## config.mk

```make
export PLATFORM = sky130hd
export DESIGN_NAME = bitwise_not_unit
export DESIGN_NICKNAME = d
export VERILOG_FILES = /design/src/rtl/alu_pkg.sv /design/src/rtl/not_skid_buf.sv /design/src/rtl/bitwise_not_unit.sv
export SDC_FILE = /design/constraint.sdc
export NUM_CORES = 1
export LEC_CHECK = 0
export CAP_MARGIN = 20
export CORE_MARGIN = 2
export CORE_UTILIZATION = 49
export CTS_CLUSTER_SIZE = 25
export DETAILED_ROUTE_END_ITERATION = 7
export PLACE_DENSITY = 0.82
export SLEW_MARGIN = 20
export SYNTH_ARGS = -nofsm -noshare
export SYNTH_HDL_FRONTEND = slang
export SYNTH_HIERARCHICAL = 1
export SYNTH_SLANG_ARGS = --single-unit
export TNS_END_PERCENT = 10
```

## constraint.sdc

```tcl
create_clock -name clk -period 1.5 [get_ports clk]
set_input_delay 0.15 -clock clk [delete_from_list [all_inputs] [get_ports clk]]
set_output_delay 0.15 -clock clk [all_outputs]
set_load 0.005 [all_outputs]
```

## src/rtl/alu_pkg.sv

```systemverilog
// alu_pkg: shared ALU datapath width and the NOT operation helper.
package alu_pkg;
    localparam int ALU_WIDTH = 32;

    function automatic logic [ALU_WIDTH-1:0] alu_not(input logic [ALU_WIDTH-1:0] a);
        return ~a;
    endfunction
endpackage

```

## src/rtl/not_skid_buf.sv

```systemverilog
// not_skid_buf: 2-entry valid/ready skid buffer with a registered in_ready.
module not_skid_buf #(
    parameter int WIDTH = 32
) (
    input  logic             clk,
    input  logic             rst,
    input  logic             in_valid,
    output logic             in_ready,
    input  logic [WIDTH-1:0] in_data,
    output logic             out_valid,
    input  logic             out_ready,
    output logic [WIDTH-1:0] out_data
);
    logic             out_valid_q, out_valid_d;
    logic [WIDTH-1:0] out_data_q, out_data_d;
    logic             skid_valid_q, skid_valid_d;
    logic [WIDTH-1:0] skid_data_q, skid_data_d;
    logic             in_fire, drain;

    always_comb begin
        in_fire      = in_valid & ~skid_valid_q;
        // the output register can take a new item when empty or being consumed this edge
        drain        = ~out_valid_q | out_ready;
        out_valid_d  = drain ? (skid_valid_q | in_fire) : out_valid_q;
        out_data_d   = drain ? (skid_valid_q ? skid_data_q : (in_fire ? in_data : out_data_q)) : out_data_q;
        skid_valid_d = drain ? 1'b0 : (skid_valid_q | in_fire);
        skid_data_d  = (~drain & in_fire) ? in_data : skid_data_q;
    end

    always_ff @(posedge clk) begin
        if (rst) begin
            out_valid_q  <= 1'b0;
            out_data_q   <= '0;
            skid_valid_q <= 1'b0;
            skid_data_q  <= '0;
        end else begin
            out_valid_q  <= out_valid_d;
            out_data_q   <= out_data_d;
            skid_valid_q <= skid_valid_d;
            skid_data_q  <= skid_data_d;
        end
    end

    assign in_ready  = ~skid_valid_q;
    assign out_valid = out_valid_q;
    assign out_data  = out_data_q;
endmodule

```

## src/rtl/bitwise_not_unit.sv

```systemverilog
// bitwise_not_unit: streaming bitwise inverter; complements operands ahead of a skid buffer.
module bitwise_not_unit
    import alu_pkg::*;
#(
    parameter int WIDTH = ALU_WIDTH
) (
    input  logic             clk,
    input  logic             rst,
    input  logic             in_valid,
    output logic             in_ready,
    input  logic [WIDTH-1:0] in_a,
    output logic             out_valid,
    input  logic             out_ready,
    output logic [WIDTH-1:0] out_data
);
    logic [WIDTH-1:0] not_a;

    assign not_a = ~in_a;

    not_skid_buf #(.WIDTH(WIDTH)) u_buf (
        .clk       (clk),
        .rst       (rst),
        .in_valid  (in_valid),
        .in_ready  (in_ready),
        .in_data   (not_a),
        .out_valid (out_valid),
        .out_ready (out_ready),
        .out_data  (out_data)
    );
endmodule

```

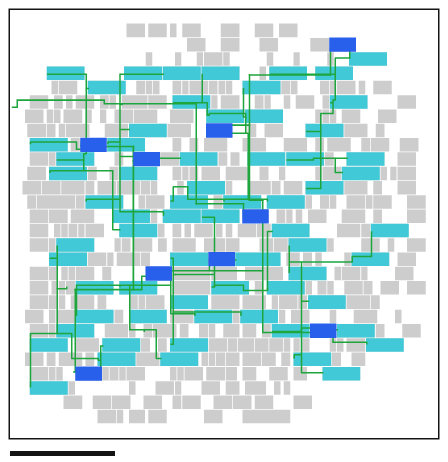
Fig. 1. Clock wires, drivers and flops.
The bar under the picture is 20 µm long.
Green is clock wires, length 804 µm. Blue is cells driving clock nets, count 9. Cyan is flip-flops, count 66.
There are 10 routed clock nets.
power dissipated in the clock network: 1310 µW
clock latency of the later-clocked register in the worst-skew pair: 340 ps

==> design notes <==
The run finished with clean final reports. Buffer-and-inverter tally for the worst setup path: 1. The height of the die came out at 81.4 µm.

After technology mapping, the gate count stands at 330. Along the worst path, the maximum fanout reaches 32. Number of instances resized during post-cts repair: 4. The run gives 1760 ps as the required time at the worst-slack endpoint. The area fraction in mux cells works out to 10.9%.

In the final report, the number of endpoints failing setup comes to 0. At the end of the flow, the number of nets in the layout was 433. The tools report the critical path launch point as u_buf/skid_valid_q. TritonCTS built the clock tree.

The tree is rooted in a sky130_fd_sc_hd__clkbuf_8. Of the total standard cell area in the layout, the sequential portion is 33.6%. The die is 81.4 µm wide. With the and-or/or-and share of the synthesized area at 24.4%, the buffer depth of the longest clock path is 2. Of the total synthesized cell area, the portion taken by XOR and XNOR cells is 0%.

Chip area in the Yosys report: 0.00294 mm². Counting cells, the worst reg-to-reg path comes to 4. Combined area of all synthesized cells: 0.00294 mm². The initialized floorplan defines 28 standard-cell rows. The remaining global-route overflow came out at 0. Buffers placed on the I/O ports in this run total 69.
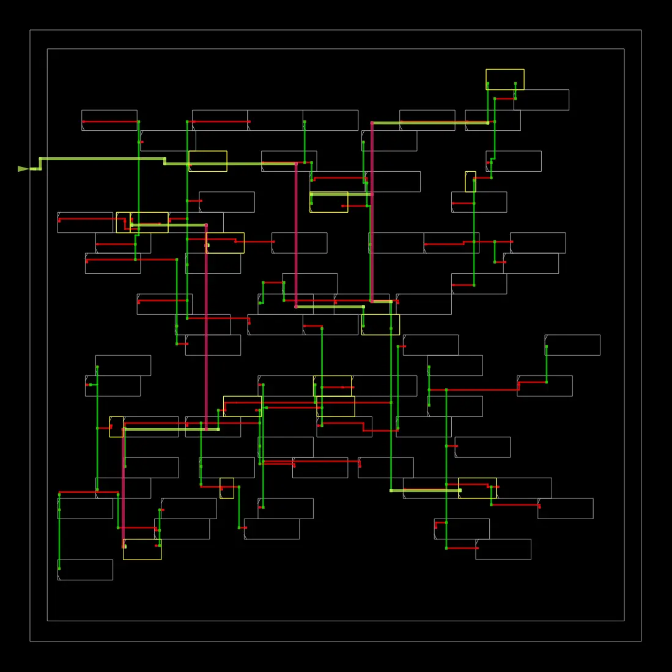
Fig. 2. Clock wiring as the flow saved it.
clock sinks: 66
clock buf count: 12
seq_cells: 66
Inserted Clock Buffers: 9

-- routing by layer --
layer / up-vias / global-route usage (%) / share of wire [%]
li1: 1242 / - / -
met1: 1199 / 27.3 / 43
met2: 63 / 35.2 / 49
met3: 14 / 8.67 / 5.5
met4: 0 / 9.32 / 1.8
met5: - / 0 / 0
-- power by group through the flow --
| stage | Clock, µW | Combinational (µW) | Sequential, µW |
|---|---|---|---|
| finish | 1310 | 662 | 1910 |
| global route | 1430 | 719 | 1920 |
| floorplan | 0 | 336 | 1940 |
| CTS | 1350 | 663 | 1910 |
| detailed placement | 0 | 657 | 1950 |
| global placement | 0 | 643 | 1940 |
-- worst min-delay path, cell delays in order --
cell,delay [ps]
sky130_fd_sc_hd__buf_2,110
sky130_fd_sc_hd__buf_12,200
sky130_fd_sc_hd__a21oi_1,130
No activity file was given, so power comes from the tool's default toggle rates.
